<file path="config.mk">
export PLATFORM = sky130hd
export DESIGN_NAME = audio_sample_fifo
export DESIGN_NICKNAME = d
export VERILOG_FILES = /design/src/rtl/audio_sample_fifo.sv
export SDC_FILE = /design/constraint.sdc
export NUM_CORES = 1
export LEC_CHECK = 0
export CAP_MARGIN = 25
export CORE_MARGIN = 2
export CORE_UTILIZATION = 49
export DETAILED_ROUTE_END_ITERATION = 10
export GPL_TIMING_DRIVEN = 0
export PLACE_DENSITY = 0.71
export SETUP_SLACK_MARGIN = 0.5
export SLEW_MARGIN = 15
export SYNTH_ARGS = -nofsm -noshare
export SYNTH_HDL_FRONTEND = slang
export SYNTH_SLANG_ARGS = --single-unit
export TNS_END_PERCENT = 20
</file>
<file path="constraint.sdc">
create_clock -name AUD_BCLK -period 3.8 [get_ports AUD_BCLK]
set_input_delay 0.76 -clock AUD_BCLK [delete_from_list [all_inputs] [get_ports AUD_BCLK]]
set_output_delay 0.76 -clock AUD_BCLK [all_outputs]
set_load 0.01 [all_outputs]
</file>
<file path="src/rtl/audio_sample_fifo.sv">
`default_nettype none
// ============================================================================
//  Module      : audio_sample_fifo
//  Description : Sample FIFO between an audio producer and a DAC serializer.
//                Samples are popped on the rising edge of the serializer's
//                done pulse. The block also provides mute, flush, occupancy
//                level and underrun status (sticky flag and saturating count).
//  Revision    : 1.0 - initial release
// ============================================================================
module audio_sample_fifo #(
    parameter int DATA_W = 32,
    parameter int DEPTH  = 8
) (
    input  logic                       AUD_BCLK,
    input  logic                       rst,
    input  logic                       in_valid,
    input  logic [DATA_W-1:0]          in_data,
    output logic                       in_ready,
    input  logic                       dac_done,
    output logic [DATA_W-1:0]          sample_out,
    input  logic                       mute,
    input  logic                       flush,
    input  logic                       clear_flags,
    output logic [$clog2(DEPTH):0]     level,
    output logic                       underrun,
    output logic [7:0]                 underrun_count
);

    localparam int              AW     = $clog2(DEPTH);
    localparam logic [AW:0]     C_FULL = (AW+1)'(DEPTH);
    localparam logic [7:0]      C_USAT = 8'd255;

    logic [DATA_W-1:0] mem_q [DEPTH];
    logic [AW-1:0]     wr_ptr_q, wr_ptr_d;
    logic [AW-1:0]     rd_ptr_q, rd_ptr_d;
    logic [AW:0]       count_q,  count_d;
    logic [DATA_W-1:0] sample_q, sample_d;
    logic              urun_q,   urun_d;
    logic [7:0]        ucnt_q,   ucnt_d;
    // Previous value of dac_done; resets high so a level already high at
    // reset release is not mistaken for a fresh done edge.
    logic              dac_done_prev_q;

    logic pop_ev;
    logic wr_acc;
    logic empty;
    logic pop_ok;
    logic urun_ev;

    assign in_ready       = (count_q != C_FULL);
    assign level          = count_q;
    assign sample_out     = sample_q;
    assign underrun       = urun_q;
    assign underrun_count = ucnt_q;

    // Next-state computation: flush overrides traffic, underrun beats clear.
    always_comb begin
        pop_ev   = dac_done & ~dac_done_prev_q;
        wr_acc   = in_valid & in_ready;
        empty    = (count_q == '0);
        pop_ok   = pop_ev & ~empty & ~flush;
        urun_ev  = pop_ev & empty & ~flush;

        wr_ptr_d = wr_ptr_q;
        rd_ptr_d = rd_ptr_q;
        count_d  = count_q;
        sample_d = sample_q;
        urun_d   = urun_q;
        ucnt_d   = ucnt_q;

        if (flush) begin
            wr_ptr_d = '0;
            rd_ptr_d = '0;
            count_d  = '0;
            sample_d = '0;
        end else begin
            if (wr_acc) begin
                wr_ptr_d = wr_ptr_q + AW'(1);
            end
            if (pop_ok) begin
                sample_d = mute ? '0 : mem_q[rd_ptr_q];
                rd_ptr_d = rd_ptr_q + AW'(1);
            end else if (pop_ev) begin
                sample_d = '0;
            end
            case ({wr_acc, pop_ok})
                2'b10:   count_d = count_q + (AW+1)'(1);
                2'b01:   count_d = count_q - (AW+1)'(1);
                default: count_d = count_q;
            endcase
        end

        if (urun_ev) begin
            urun_d = 1'b1;
            if (clear_flags) begin
                ucnt_d = 8'd1;
            end else if (ucnt_q != C_USAT) begin
                ucnt_d = ucnt_q + 8'd1;
            end
        end else if (clear_flags) begin
            urun_d = 1'b0;
            ucnt_d = 8'd0;
        end
    end

    // Control and status registers with synchronous active-low reset.
    always_ff @(posedge AUD_BCLK) begin
        if (!rst) begin
            wr_ptr_q        <= '0;
            rd_ptr_q        <= '0;
            count_q         <= '0;
            sample_q        <= '0;
            urun_q          <= 1'b0;
            ucnt_q          <= 8'd0;
            dac_done_prev_q <= 1'b1;
        end else begin
            wr_ptr_q        <= wr_ptr_d;
            rd_ptr_q        <= rd_ptr_d;
            count_q         <= count_d;
            sample_q        <= sample_d;
            urun_q          <= urun_d;
            ucnt_q          <= ucnt_d;
            dac_done_prev_q <= dac_done;
        end
    end

    // Sample storage; contents need no reset since count gates every read.
    always_ff @(posedge AUD_BCLK) begin
        if (rst && !flush && wr_acc) begin
            mem_q[wr_ptr_q] <= in_data;
        end
    end

endmodule
`default_nettype wire
</file>
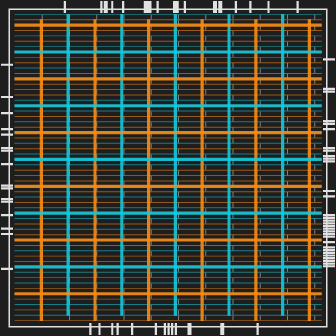
**Above:** run 1 (power grid).
Pins as bars on the die edge. Tap cells in gray.
Cyan shows VDD. Orange shows VSS.
11 straps on met4. 85 signal pins sit on the boundary. 324 tap cells. 58 met1 rails follow the rows. 11 straps on met5.
worst vdd ir: 0.3837 mV
overall die height: 160.0 um
die extent in x: 160.0 um
area of the placeable core: 24110 um^2

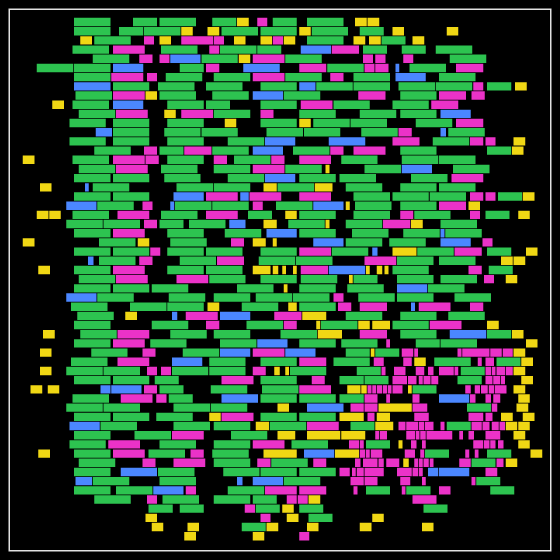
**Above:** run 1 (cells colored by class).
Yellow shows remaining buffers and delay cells, cells 125, share of their area 9.0%. Green shows registers, cells 311, share of their area 62%. Magenta shows remaining logic cells, cells 239, share of their area 21%. Blue shows clock drivers and dummy loads, cells 56, share of their area 8.0%.
sequential share of cell area: 60.11%
FP Rows: 57
final core occ: 60.66%

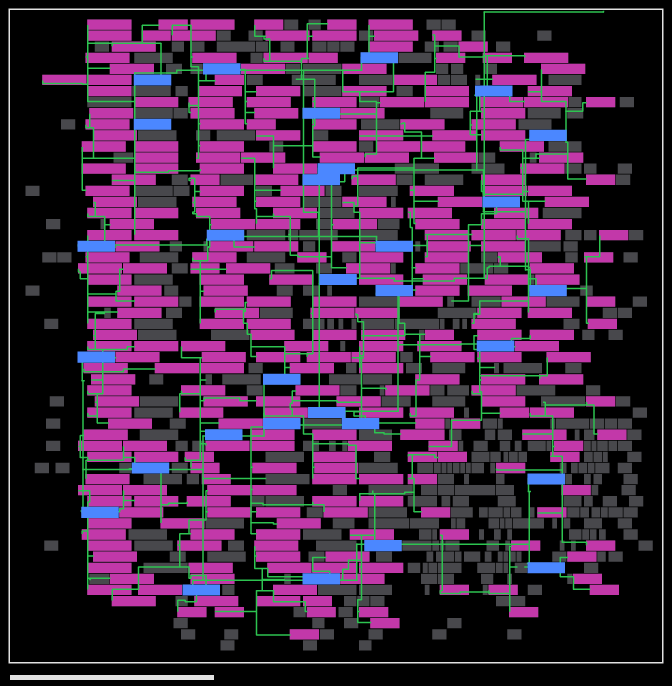
**Above:** run 1 (clock distribution).
Scale bar: 50 um.
Magenta shows flip-flops, count 311. Green shows clock wires, length 3210 um. Blue shows clock-net drivers, count 30.
Position of the flops: spread over the die. There are 31 routed clock nets.
Max Clock Skew: 0.01174 ns
clock latency reported for the late side of the worst-skew pair: 0.55 ns
clock share of power: 46.3%
clock distribution power: 3.33 mW

==> run summary, run 1 <==
Implementation run completed; key figures follow.

Layout:
- The layout has 1745 filler cells.
- The final layout report lists a non-clock buffer count of 125.
- The run gives the cell type taking the most area as registers.
- The run gives the top logic cell by instance count in the layout as sky130_fd_sc_hd__edfxtp_1.
- The run gives the multi-input gate share of total cell area as 20.44%.
- The run gives the sequential cell count of the final layout as 311.
- The number of antenna diodes in the final layout is 2.
- The run gives the sequential standard cell area as 8788 um^2.
- The run gives the share of post-route cells with drive strength above 1 as 19.15%.
- Of all the cell area in the finished design, the clock network holds 7.796%.
- The finished design was reported to have a net count of 753.
- The run puts the area used by multi-input combinational logic at 2989 um^2.
- Once layout is complete, the cells apart from fillers number 1057.
- The run gives the multi-input combinational gate total as 234.

Final timing:
- OpenROAD reports that the post-layout worst path occupies 82.50% of the period.
- The run gives the final setup violation count as 0.
- The run gives the worst max-slew margin expressed relative to the limit as 44.89%.
- For the final routed database, the setup TNS stands at 0 ns.
- The run puts the number of hold violations in the final report at 0.

Placement:
- The run gives the number of placed instances with taps included as 999.
- The run puts the estimated wirelength of the detail-placed design at 15.13 mm.
- The run gives the placed cell area as 13480 um^2.
- The run puts the number of port buffers at 84.

Route:
- The run gives the via count of the routed design as 5954.
- The run gives the final antenna-violating net count as 0.
- The run puts the amount of wire on met3 after detailed routing at 1.066 mm.
- The run gives the post-detailed-routing wire length as 24.10 mm.
- The run gives the met2 layer wire length in the routed design as 12.64 mm.
- The run gives the total iterations of the first detailed-routing run as 4.
- The run puts the length of routed wiring on met1 at 10.03 mm.

Worst hold path:
- Per the hold report, the tightest min-delay path originates at sample_out[15].
- STA shows the worst min-delay path finishing at sample_out[15].
- The run gives the hold-critical path depth as 1.

Power:
- The run puts the sequential power share at 51.5%.
- The run gives the sequential cell power as 3.71 mW.
- The run puts the switching power at 1.320 mW.
- Power spread over the standard cell area amounts to 492.1 nW/um^2.
- The completed layout was analyzed and its total power is 7.196 mW.
- The run puts the reported leakage power at 4.778 nW.
- The run gives the power consumed by combinational cells as 0.153 mW.
- The run puts the internal power contribution at 5.876 mW.

Floorplan:
- The run puts the number of tap cells inserted at 324.
- The run puts the number of ports placed on the die boundary at 85.
- Per the OpenROAD floorplan log, the area of the die is 25590 um^2.

Flow run:
- The run puts the number of maximum-capacitance violations at 0.
- Across all stage logs, warnings added up to 27.

Critical path:
- The run gives the cell family with the largest share of critical-path delay as simple AND/OR/NAND/NOR gates.
- The run gives the required arrival time at the worst endpoint as 4.06 ns.
- The run gives the startpoint type of the worst setup path as a primary input.
- Per the timing report, the biggest fanout along the worst path comes to 7.
- In this run the number of cells on the critical path is 6.
- For reference, the critical path cell chain is clkdlybuf4s50_1 > nor2b_1 > nand4_1 > nor3_2 > buf_4 > buf_6.

GRT:
- Global routing consumed, over all layers together, 19.26% of the routing resources.
- The run puts the largest net degree at the start of global routing at 21.
- The number of global-route vias before repair is 6304.
- The run puts the residual overflow from global routing at 0.

Logic synthesis:
- Per the post-synthesis stats, the area per cell is 20.66 um^2.
- The run gives the biggest area consumer among synthesized cells as sky130_fd_sc_hd__edfxtp_1.
- The synthesized netlist has a Yosys-reported chip area of 11920 um^2.
- The run gives the most repeated cell in the gate-level netlist after synthesis as sky130_fd_sc_hd__edfxtp_1.
- The run puts the post-synthesis cell count from yosys at 577.
- The run gives the synthesized area as 11920 um^2.
- The run gives the most instantiated flip-flop cell in the synthesis netlist as sky130_fd_sc_hd__edfxtp_1.
- The run puts the fraction of registers with async set/reset at 0%.
- The synthesis report lists the most area-consuming cells as sky130_fd_sc_hd__edfxtp_1 64%, sky130_fd_sc_hd__mux4_1 9.7%, sky130_fd_sc_hd__dfxtp_1 9.2%.

Status:
- The flow ran to the end, and the final reports show no timing, DRC or antenna violations.

CTS:
- The run gives the total of cells resized after clock tree synthesis as 0.
- In this run, post-CTS hold repair placed 0 buffers.
- Counting along the longest clock path gives a buffer depth of 3.
- The run gives the TritonCTS clock tree as done.
- The run gives the clock tree root buffer cell as sky130_fd_sc_hd__clkbuf_16.
==> run 1: kinds of logic (layout without fill, tap and decap cells) <==
logic type | after synthesis | in the layout | share of synthesized area (%)
compound gates | 54 | 54 | 3.569
other cells | 0 | 2 | 0
buf+inv | 32 | 186 | 1.711
xor+xnor | 8 | 8 | 0.5878
mux | 97 | 97 | 16.57
simple gates | 68 | 68 | 3.034
fa+ha+maj | 7 | 7 | 0.7977
flops | 311 | 311 | 73.73
==> run 1: sequential cells by signal (all words and copies together), names as in the netlist, named ones only <==
name,count
dac_done_prev_q,1
level,4
mem_q,256
rd_ptr_q,3
sample_out,32
underrun,1
underrun_count,8
wr_ptr_q,3
==> run 1: routing by layer <==
layer,track usage (%),vias up
li1,-,2668
met1,24.73,3110
met2,34.69,146
met3,2.935,30
met4,4.750,0
met5,0,-
**Run 1: routing congestion**

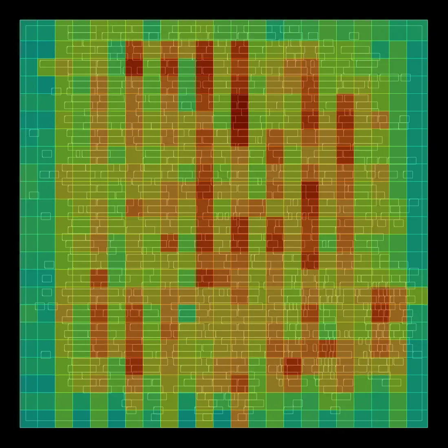

--- run 2 (diff from run 1) ---
--- a/config.mk
+++ b/config.mk
@@ -10,7 +10,7 @@
 export CORE_UTILIZATION = 49
 export DETAILED_ROUTE_END_ITERATION = 10
 export GPL_TIMING_DRIVEN = 0
-export PLACE_DENSITY = 0.71
+export PLACE_DENSITY = 0.68
 export SETUP_SLACK_MARGIN = 0.5
 export SLEW_MARGIN = 15
 export SYNTH_ARGS = -nofsm -noshare
==> constraint.sdc (replaced) <==
create_clock -name AUD_BCLK -period 2.9 [get_ports AUD_BCLK]
set_input_delay 0.58 -clock AUD_BCLK [delete_from_list [all_inputs] [get_ports AUD_BCLK]]
set_output_delay 0.58 -clock AUD_BCLK [all_outputs]
set_load 0.01 [all_outputs]
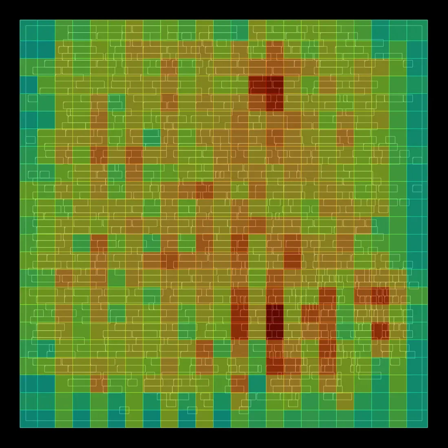
**Above:** run 2 (routing congestion).
met3 Track Usage GR: 3.429%
GR Util met2: 32.86%

==> run summary, run 2 <==
Implementation run completed; key figures follow.

Route:
- The run gives the via count of the routed design as 6063 (was 5954).
- The run gives the total iterations of the first detailed-routing run as 5 (was 4).
- The run gives the post-detailed-routing wire length as 24.38 mm (was 24.10 mm).

Power:
- The total power was 8.989 mW (was 7.196 mW).
- The largest vdd supply drop was 0.4563 mV (was 0.3837 mV).
- The run puts the reported leakage power at 4.862 nW (was 4.778 nW).
- The run gives the power of the clock network as 3.91 mW (was 3.33 mW).
- The sequential power share came to 54.1% (was 51.5%).
- The run puts the power consumed by combinational cells at 0.214 mW (was 0.153 mW).
- The internal power contribution was 7.233 mW (was 5.876 mW).
- The run puts the power density over the cells at 605.7 nW/um^2 (was 492.1 nW/um^2).

Critical path:
- Cell Chain, Critical Path: clkdlybuf4s50_1 > nor2b_1 > nand4_1 > buf_4 > nor3_4 > buf_8 > buf_6 (was clkdlybuf4s50_1 > nor2b_1 > nand4_1 > nor3_2 > buf_4 > buf_6).
- The required arrival time at the worst endpoint was 3.11 ns (was 4.06 ns).
- The run puts the count of cell instances traversed by the critical path at 7 (was 6).
- The run puts the critical-path maximum fanout at 11 (was 7).
- The run gives the startpoint type of the worst setup path as a primary input (unchanged).
- The cell family with the largest share of critical-path delay is buffers and inverters (was simple AND/OR/NAND/NOR gates).

Final timing:
- The run puts the number of hold violations in the final report at 0 (unchanged).
- The setup skew after layout was 0.01367 ns (was 0.01174 ns).
- The run puts the final worst-path cycle share at 83.39%.

Floorplan:
- The run puts the y dimension of the die at 160.0 um (unchanged).
- The run puts the width of the chip at 160.0 um (unchanged).
- The run gives the row count as 57 (unchanged).
- The number of ports placed on the die boundary is 85 (unchanged).

Worst hold path:
- The run gives the start point of the worst hold path as sample_out[4] (was sample_out[15]).

Placement:
- The run gives the number of port buffers as 84 (unchanged).
- The run puts the number of placed instances with taps included at 997 (was 999).

GRT:
- The run puts the number of global-route vias before repair at 6145 (was 6304).
- The residual overflow from global routing was 0 (unchanged).
- The run gives the total routing usage reported by global routing as 19.08% (was 19.26%).

Layout:
- The antenna diode count came to 0 (was 2).
- The run gives the flip-flop count of the largest register after layout as 256 (unchanged).
- The share of post-route cells with drive strength above 1 came to 21.59% (was 19.15%).
- The end-of-flow core utilization is 61.56% (was 60.66%).

CTS:
- The run gives the clock tree root buffer cell as sky130_fd_sc_hd__clkbuf_16 (unchanged).
- The run gives the maximum count of clock buffers along a single path as 3 (unchanged).

Logic synthesis:
- The most instantiated flip-flop cell in the synthesis netlist was sky130_fd_sc_hd__edfxtp_1 (unchanged).
- Most area-consuming cells after synthesis: sky130_fd_sc_hd__edfxtp_1 64%, sky130_fd_sc_hd__mux4_1 9.7%, sky130_fd_sc_hd__dfxtp_1 9.2% (unchanged).
- The area fraction in mux cells was 16.57% (unchanged).
- The run puts the simple-gate portion of the synthesized area at 3.033% (unchanged).
- The run puts the fraction of registers with async set/reset at 0% (unchanged).
- The run puts the AND-OR/OR-AND share of the synthesized area at 3.569% (unchanged).
- The run gives the main kind of combinational logic by area as multiplexers (unchanged).

Status:
- Status: finished clean (unchanged).

Flow run:
- The number of maximum-capacitance violations was 0 (unchanged).
run 2: what timing repair did:
action,CTS,global route
pin swaps,4,4
resized,0,7
setup endpoints to repair,173,136
buffers inserted,8,13
run 2: area by class of cell:
| type | instances | area, um^2 |
|---|---|---|
| clock inverters | 11 | 68.82 |
| flip-flops and latches | 311 | 8803 |
| repair buffers | 117 | 1363 |
| fillers | 1736 | 9265 |
| clock buffers | 50 | 950.9 |
| inverters | 5 | 18.77 |
| multi-input cells | 234 | 3037 |
| well taps | 324 | 405.4 |
| plain buffers | 27 | 193.9 |
run 2: per-layer routing:
metal | up-vias | share of wire (%) | GRT usage, %
li1 | 2729 | - | -
met1 | 3143 | 41 | 25.18
met2 | 154 | 52 | 32.86
met3 | 37 | 5.4 | 3.429
met4 | 0 | 1.8 | 5.446
met5 | - | 0 | 0
Power figures rest on the tool's default switching activity, not on a simulated workload.
